Run 1, M1 wires:
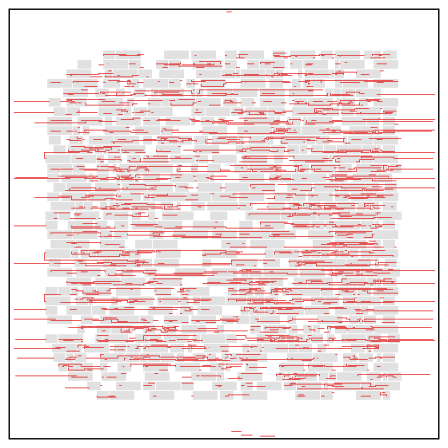
Run 1, the metal 2 layer:
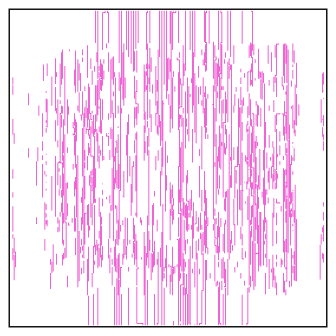
Run 1, M3 wires:
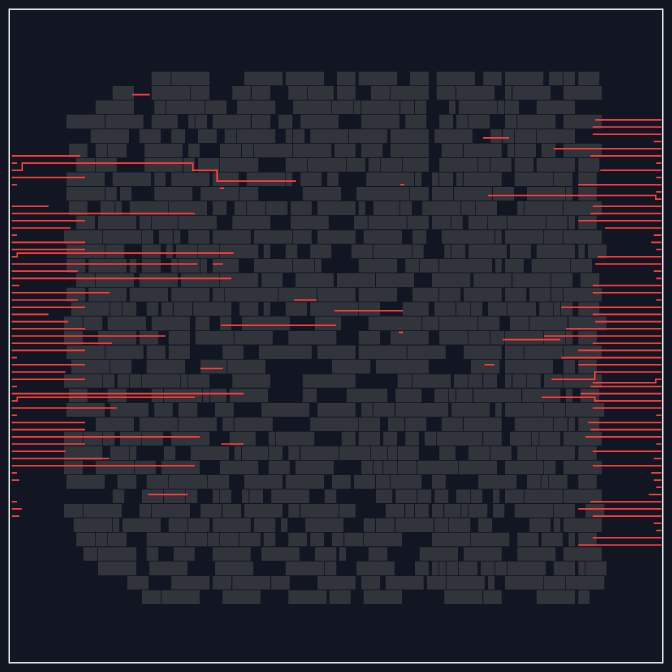
### src/rtl/ifu_fetch_ctrl.sv
// Instruction-fetch sequencer: one outstanding bus request, 1-entry output buffer, stale-response drop.
// Optional build macro FETCH_TIMEOUT_EN adds a WAIT/DROP watchdog driving timeout_o.
module ifu_fetch_ctrl #(
    parameter int XLEN        = 32,
    parameter int ILEN        = 32,
    parameter int TIMEOUT_CYC = 255
) (
    input  logic            clk,
    input  logic            rst_n,
    input  logic            fetch_en,
    input  logic [XLEN-1:0] pc_i,
    input  logic            redirect_i,
    input  logic            pipe_stall,
    output logic            fetch_hand_suc,
    output logic            bus_req_o,
    output logic [XLEN-1:0] bus_addr_o,
    input  logic            bus_gnt_i,
    input  logic            bus_rvalid_i,
    input  logic [ILEN-1:0] bus_rdata_i,
    input  logic            bus_rerr_i,
    output logic            inst_valid_o,
    output logic [ILEN-1:0] inst_o,
    output logic [XLEN-1:0] inst_pc_o,
    output logic            inst_fault_o,
    output logic            timeout_o
);

    localparam logic [1:0] S_IDLE = 2'd0;
    localparam logic [1:0] S_REQ  = 2'd1;
    localparam logic [1:0] S_WAIT = 2'd2;
    localparam logic [1:0] S_DROP = 2'd3;

    logic [1:0]      state, state_nxt;
    logic [XLEN-1:0] pc_q;
    logic            can_issue;
    logic            buf_wr;
    logic [ILEN-1:0] buf_data;
    logic            buf_flt;
    logic            to_hit;
    logic            tmo_fire;

    always_comb begin
        can_issue      = fetch_en & ~redirect_i & (~inst_valid_o | ~pipe_stall);
        bus_req_o      = rst_n & (state == S_REQ) & can_issue;
        bus_addr_o     = pc_i;
        fetch_hand_suc = bus_req_o & bus_gnt_i;
        state_nxt      = state;
        buf_wr         = 1'b0;
        buf_data       = bus_rdata_i;
        buf_flt        = bus_rerr_i;
        tmo_fire       = 1'b0;
        case (state)
            S_IDLE: if (can_issue) state_nxt = S_REQ;
            S_REQ: begin
                if (fetch_hand_suc) state_nxt = S_WAIT;
                else if (!fetch_en) state_nxt = S_IDLE;
            end
            S_WAIT: begin
                if (redirect_i) begin
                    state_nxt = bus_rvalid_i ? S_REQ : S_DROP;
                end else if (bus_rvalid_i) begin
                    buf_wr    = 1'b1;
                    state_nxt = fetch_en ? S_REQ : S_IDLE;
                end else if (to_hit) begin
                    // Timed-out fetch is reported to decode as an access fault
                    buf_wr    = 1'b1;
                    buf_data  = '0;
                    buf_flt   = 1'b1;
                    tmo_fire  = 1'b1;
                    state_nxt = fetch_en ? S_REQ : S_IDLE;
                end
            end
            S_DROP: begin
                if (bus_rvalid_i) begin
                    state_nxt = fetch_en ? S_REQ : S_IDLE;
                end else if (to_hit) begin
                    tmo_fire  = 1'b1;
                    state_nxt = fetch_en ? S_REQ : S_IDLE;
                end
            end
            default: state_nxt = S_IDLE;
        endcase
    end

    always_ff @(posedge clk) begin
        if (!rst_n) begin
            state <= S_IDLE;
            pc_q  <= '0;
        end else begin
            state <= state_nxt;
            if (fetch_hand_suc) pc_q <= pc_i;
        end
    end

    always_ff @(posedge clk) begin
        if (!rst_n) begin
            inst_valid_o <= 1'b0;
            inst_o       <= '0;
            inst_pc_o    <= '0;
            inst_fault_o <= 1'b0;
        end else if (redirect_i) begin
            inst_valid_o <= 1'b0;
        end else if (buf_wr) begin
            inst_valid_o <= 1'b1;
            inst_o       <= buf_data;
            inst_pc_o    <= pc_q;
            inst_fault_o <= buf_flt;
        end else if (inst_valid_o && !pipe_stall) begin
            inst_valid_o <= 1'b0;
        end
    end

`ifdef FETCH_TIMEOUT_EN
    localparam int CW = $clog2(TIMEOUT_CYC + 1);

    logic [CW-1:0] tcnt;

    // Counter restarts on every state change, so it measures time spent in the current WAIT/DROP visit
    always_ff @(posedge clk) begin
        if (!rst_n) begin
            tcnt      <= '0;
            timeout_o <= 1'b0;
        end else begin
            timeout_o <= tmo_fire;
            if (state_nxt != state) tcnt <= '0;
            else if (state == S_WAIT || state == S_DROP) tcnt <= tcnt + 1'b1;
        end
    end

    assign to_hit = (tcnt == CW'(TIMEOUT_CYC - 1));
`else
    logic unused_tmo;

    assign to_hit     = 1'b0;
    assign timeout_o  = 1'b0;
    assign unused_tmo = tmo_fire ^ (TIMEOUT_CYC != 0);
`endif

endmodule

### config.mk
export PLATFORM = sky130hd
export DESIGN_NAME = ifu_fetch_ctrl
export DESIGN_NICKNAME = d
export VERILOG_FILES = /design/src/rtl/ifu_fetch_ctrl.sv
export SDC_FILE = /design/constraint.sdc
export NUM_CORES = 1
export LEC_CHECK = 0
export CORE_MARGIN = 10
export CORE_UTILIZATION = 38
export DETAILED_ROUTE_END_ITERATION = 16
export PLACE_DENSITY_LB_ADDON = 0.3
export SLEW_MARGIN = 10
export SYNTH_ARGS = -nofsm -noshare
export SYNTH_HDL_FRONTEND = slang
export SYNTH_SLANG_ARGS = --single-unit
### constraint.sdc
create_clock -name clk -period 1.4 [get_ports clk]
set_input_delay 0.28 -clock clk [delete_from_list [all_inputs] [get_ports clk]]
set_output_delay 0.28 -clock clk [all_outputs]
set_load 0.1 [all_outputs]
==> deck_impl_summary.md, run 1 <==
Flow Results at a Glance

Worst setup path
  – Worst-path cell chain: clkdlybuf4s50_1, and4b_1, nand4b_1, clkinvlp_4, buf_12
  – CP Max Fanout: 2
  – Startpoint Class: input port
  – Slowest stage delay, CP: 0.45 ns
  – Crit path DRT: 1.12 ns
  – Reg2Reg Depth: 7
  – Delay-heaviest family, CP: buffers and inverters
  – CP Capture Point: fetch_hand_suc

Power
  – Logic pwr share: 0.182
  – Clk. pwr: 1.69 mW
  – Seq pwr: 2.85 mW
  – Max VDD drop: 0.533 mV
  – Register share of total power: 0.513
  – Sw power: 1.60 mW
  – Clk pwr share: 0.304
  – Static Leak: 3.26 nW
  – Cell area power density: 676 nW/um^2

Timing
  – Worst-margin pin slew: 0.571 ns
  – Slew HR: 0.620
  – Setup-failing EPs final: 102
  – Slew Limit Fails: 0
  – Hold Slack: 0.343 ns
  – RSZ-0062 raised after global routing: yes
  – Max Clock Freq: 0.578 GHz
  – Tcrit/Tclk final: 1.24
  – Hold Vio Cnt, Final: 0
  – Setup tns final: -15.87 ns
  – Final Worst Setup Slack: -0.329 ns
  – Min Clock Period, post-route: 1.73 ns

Placed design
  – Port bufs: 171
  – Area of placed instances: 6720 um^2

Min path
  – Min-Delay Path Class: in2reg
  – Hold path cells: 3

Synth
  – Post-Synth Adder-Cell Area: 0
  – Dominant comb cell: simple AND/OR/NAND/NOR gates
  – Yosys warns: 0
  – Mapped Area: 4040 um^2
  – Seq/Total Area, Yosys: 0.496
  – Syn Area/Cell: 9.16 um^2
  – Synth mux share: 0.0821
  – Synth Instances: 441
  – Xor/xnor share: 0

Layout
  – Commonest Layout Cell: buf_12
  – Final nets: 686
  – Post-route cell area: 8230 um^2
  – Most frequent cells in the layout: buf_12 (111), dfxtp_1 (97), clkdlybuf4s50_1 (67), nand2_1 (52), nand2_4 (48)

Clock tree
  – Total CTS buffers: 9
  – Hold_buf cts: 0
  – CTS tree: done
  – Clk buf depth: 2

Floorplanning
  – Core Util at FP: 0.391

Global route
  – Vias in the first global route: 3,679
  – Largest net degree at the start of global routing: 72

Job
  – OpenROAD warning count: 29

Outcome
  – Outcome: complete, but fails checks
  – Violated checks: negative setup slack

Route
  – Met3 WL: 1430 um
  – DRC: 0
Back to the opening pictures, 'M1 wires':
main direction: horizontal
longest straight run: 51.5 um
wire length on this layer: 5,860 um
nets with wire on the layer: 589
share of all routed wire: 38%
met1 Track Usage GR: 0.195
routed wire length: 15,300 um

Back to the opening pictures, 'the metal 2 layer':
nets with wire on the layer: 631
main direction: vertical
longest straight run: 57.5 um
via count: 3,664
met2 usage: 0.301

Back to the opening pictures, 'M3 wires':
main direction: horizontal
longest straight run: 43.5 um
share of all routed wire: 9.4%
nets with wire on the layer: 111
met3 GRT Util: 0.0789

## run 1: synth_stat cells
| cell | count | share of area |
|---|---|---|
| a21boi_1 | 1 | 0.0019 |
| dfxtp_1 | 100 | 0.50 |
| o21ai_0 | 1 | 0.0012 |
| inv_1 | 1 | 0.00093 |
| nand3b_1 | 1 | 0.0019 |
| o31a_1 | 1 | 0.0022 |
| mux2i_1 | 32 | 0.079 |
| buf_1 | 1 | 0.00093 |
| nand2_1 | 132 | 0.12 |
| clkbuf_1 | 13 | 0.012 |
| nor2b_1 | 33 | 0.051 |
| a21oi_1 | 1 | 0.0012 |
| conb_1 | 1 | 0.00093 |
| a21boi_0 | 66 | 0.12 |
| and4b_1 | 1 | 0.0025 |
| and4bb_2 | 1 | 0.0031 |
| buf_6 | 3 | 0.0084 |
| buf_4 | 34 | 0.063 |
| nand2b_1 | 2 | 0.0031 |
| nand4bb_1 | 1 | 0.0028 |
| mux2_2 | 1 | 0.0028 |
| nor3_1 | 1 | 0.0012 |
| nand4b_1 | 2 | 0.0043 |
| buf_2 | 11 | 0.014 |
## run 1: timing repair
| action | 4_1_cts | 5_1_grt |
|---|---|---|
| pin swaps | 31 | 100 |
| gates cloned | 11 | 11 |
| resized | 105 | 168 |
| buffers inserted | 11 | 8 |
| setup endpoints to repair | 58 | 102 |
## run 1: final cells by class
type,count,area [um^2]
timing repair buffer,224,3610
multi-input combinational,278,2260
fill,637,2090
sequential,100,2010
tap,136,170
clock buffer,11,131
clock inverter,5,37.5
inverter,1,7.51
## run 1: worst reg2reg max path, cell delays in order (launching register included)
cell      delay [ns]
dfxtp_2         0.33
and4b_1         0.24
nand4b_1        0.19
buf_4           0.21
buf_12          0.14
buf_16          0.15
mux2i_2         0.20
nor2b_1         0.07
Run 1, congestion heat map:
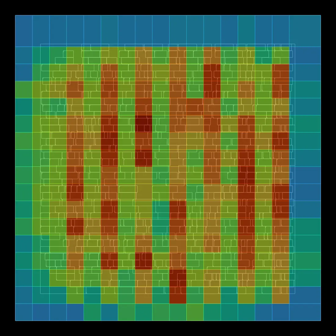

==> run 2, diff against run 1 <==
--- a/config.mk
+++ b/config.mk
@@ -8,7 +8,9 @@
 export CORE_MARGIN = 10
 export CORE_UTILIZATION = 38
 export DETAILED_ROUTE_END_ITERATION = 16
+export GPL_TIMING_DRIVEN = 0
 export PLACE_DENSITY_LB_ADDON = 0.3
+export REMOVE_ABC_BUFFERS = 1
 export SLEW_MARGIN = 10
 export SYNTH_ARGS = -nofsm -noshare
 export SYNTH_HDL_FRONTEND = slang
Run 2, congestion heat map:
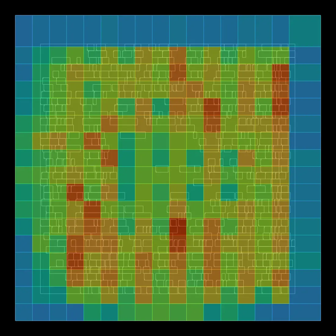
met3 GRT Util: 0.0629
GRT busiest layer: met2
Tot GR Track Use: 0.142
met2 usage: 0.231
met1 Track Usage GR: 0.165

Run 2, M3 wires:
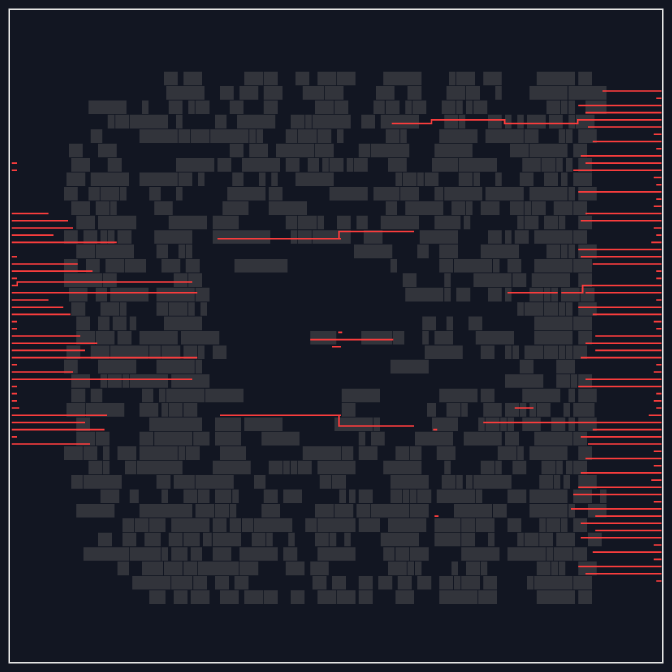
share of all routed wire: 9.8%
nets with wire on the layer: 106
longest straight run: 34.7 um
main direction: horizontal
wire length on this layer: 1,150 um
routed wire length: 11,800 um
via count: 3,395

==> run 2 against run 1 <==
The flow still finishes with violations (negative setup slack). Sequential power about the same. Utilization decreased by 23 points. Clock power increased by about 10%. Area after synthesis unchanged. Combinational power decreased by about 20%. Critical path type is now reg2out. Critical endpoint unchanged. Largest cell class is now flip-flops and latches. Largest power group unchanged.
==> deck_impl_summary.md, run 2 <==
Flow Results at a Glance

Outcome
  – Outcome: complete, but fails checks
  – Violated checks: negative setup slack

Synth
  – Unique cell types: 24
  – Main synth FF type: dfxtp_1
  – Syn Area/Cell: 9.16 um^2 (unchanged)
  – Mapped Area: 4040 um^2 (unchanged)
  – Synth Instances: 441 (unchanged)
  – Yosys top cell by area: dfxtp_1
  – Yosys top cell by instances: nand2_1
  – Ys cells: 441
  – Top cells by area: dfxtp_1 (50%), a21boi_0 (12%), nand2_1 (12%)
  – Chip Area, Yosys: 4040 um^2
  – Post-synth EDFFs: 0 (unchanged)
  – Yosys warns: 0 (unchanged)
  – Seq/Total Area, Yosys: 0.496 (unchanged)
  – FFs w/ async S/R, synth: 0 (unchanged)
  – Synth top area share: 0.496 (unchanged)
  – Synth top cells by count: nand2_1 (132), dfxtp_1 (100), a21boi_0 (66)

Global route
  – Largest net degree at the start of global routing: 103 (+43%)
  – Initial antenna violation count: 0
  – Vias in the first global route: 3,323 (-9.7%)
  – First-pass GRT wire length: 17,300 um

Placed design
  – RD Place Congestion: 0.785
  – Port bufs: 171 (unchanged)

Min path
  – Min-Delay Path Class: in2reg
  – Hold path cells: 3 (unchanged)

Clock tree
  – CTS HTree Levels: 3
  – Clk buf depth: 2 (unchanged)
  – Clk sinks: 100
  – Hold_buf cts: 0 (unchanged)
  – Setup bufs post-CTS: 10 (-1)
  – Clk_lat worst skew: 0.35 ns
  – Worst-path clk slew: 0.10 ns
  – Post-CTS sizing: 669 (+540%)
  – Total CTS buffers: 9 (unchanged)
  – CTS tree: done

Floorplanning
  – Site row count: 37
  – Core area: 10,300 um^2
  – Die H: 123 um
  – Core Util at FP: 0.391 (unchanged)
  – Full die area: 15,100 um^2

Worst setup path
  – CP Max Fanout: 2 (unchanged)
  – Slowest stage delay, CP: 0.36 ns (-0.09 ns)
  – Worst-path cell chain: and4b_1, nand4b_1, buf_6, inv_4, buf_12
  – Crit path DRT: 1.12 ns (about the same)
  – Worst path buffer plus inverter count: 3
  – Delay-heaviest family, CP: simple AND/OR/NAND/NOR gates
  – Critical path class: reg2out
  – Startpoint Class: flop
  – Reg2Reg Depth: 7 (unchanged)

Timing
  – Slew HR: 0.652 (+0.0319)
  – Setup-failing EPs final: 102 (unchanged)
  – Final Worst Setup Slack: -0.409 ns (-0.0794 ns)
  – RSZ-0062 raised after global routing: yes
  – Worst-margin pin slew: 0.523 ns (-0.0479 ns)
  – Min Clock Period, post-route: 1.81 ns (+0.0794 ns)
  – Max Clock Freq: 0.553 GHz (-4.4%)
  – Hold Vio Cnt, Final: 0 (unchanged)
  – Clock skew: 0.00818 ns
  – Slew Limit Fails: 0 (unchanged)
  – Tcrit/Tclk final: 1.29 (+0.0567)

Power
  – Max VDD drop: 0.490 mV (-8.1%)
  – Static Leak: 2.49 nW (-24%)
  – Cell area power density: 949 nW/um^2 (+40%)

Layout
  – Most frequent cells in the layout: nand2_1 (131), buf_4 (103), dfxtp_1 (97), clkdlybuf4s50_1 (67), a21boi_1 (44)
  – Share of layout cells above drive strength 1: 0.251
  – Final nets: 654 (-4.7%)
  – Biggest regs: inst_o (32), inst_pc_o (32), pc_q (32)
  – Commonest Layout Cell: nand2_1
  – Antenna diode instance count: 0

Job
  – OpenROAD warning count: 29 (unchanged)
  – Max cap viols: 0

Route
  – DRC: 0 (unchanged)
## run 2: cell counts after synthesis
Identical to the previous run, type by type.
## run 2: cell families after synthesis
family / count (synthesis) / synth area share
flops: 100 / 0.496
other cells: 1 / 0.000929
buf+inv: 63 / 0.0992
mux: 33 / 0.0821
compound gates: 70 / 0.129
simple gates: 174 / 0.193
## run 2: through the flow
step,TNS [ns],util,hold slack [ns],total power [mW],area (um^2)
final,-13.82,0.567,0.316,5.55,5850
after global routing,-22.76,0.567,0.322,5.76,5850
after CTS,-26.05,0.560,0.365,5.59,5780
after detailed placement,-133.08,0.543,0.459,3.73,5600
after global placement,-387.71,0.535,0.449,3.74,5520
after floorplan,-118.03,-,0.408,3.01,3640
## run 2: area by class of cell
type / count / area (um^2)
fill: 912 / 4470
sequential: 100 / 2010
timing repair buffer: 191 / 1780
multi-input combinational: 279 / 1680
tap: 136 / 170
clock buffer: 11 / 151
clock inverter: 4 / 48.8
inverter: 1 / 6.26
## run 2: where the power goes
| part | switching [mW] | total, mW | internal (mW) |
|---|---|---|---|
| logic | 0.511 | 0.825 | 0.314 |
| clock network | 0.960 | 1.87 | 0.913 |
| registers | 0.00566 | 2.85 | 2.85 |
| total | 1.48 | 5.55 | 4.07 |
## run 2: path summary, 6_finish.rpt
kind             from        endpoint  slack [ns]
max          state[1]  fetch_hand_suc       -0.41
min             rst_n    inst_valid_o        0.32
max reg2reg  state[1]        pc_q[22]       -0.19
min reg2reg   pc_q[4]    inst_pc_o[4]        0.45
## run 2: metal layers
layer	routed length [um]	share of wire	vias up
met2	5550	0.47	119
met3	1150	0.097	6
met5	0	0	-
li1	-	-	1678
met4	59	0.0050	0
met1	5060	0.43	1592
Power is estimated from default activity; no workload was simulated.
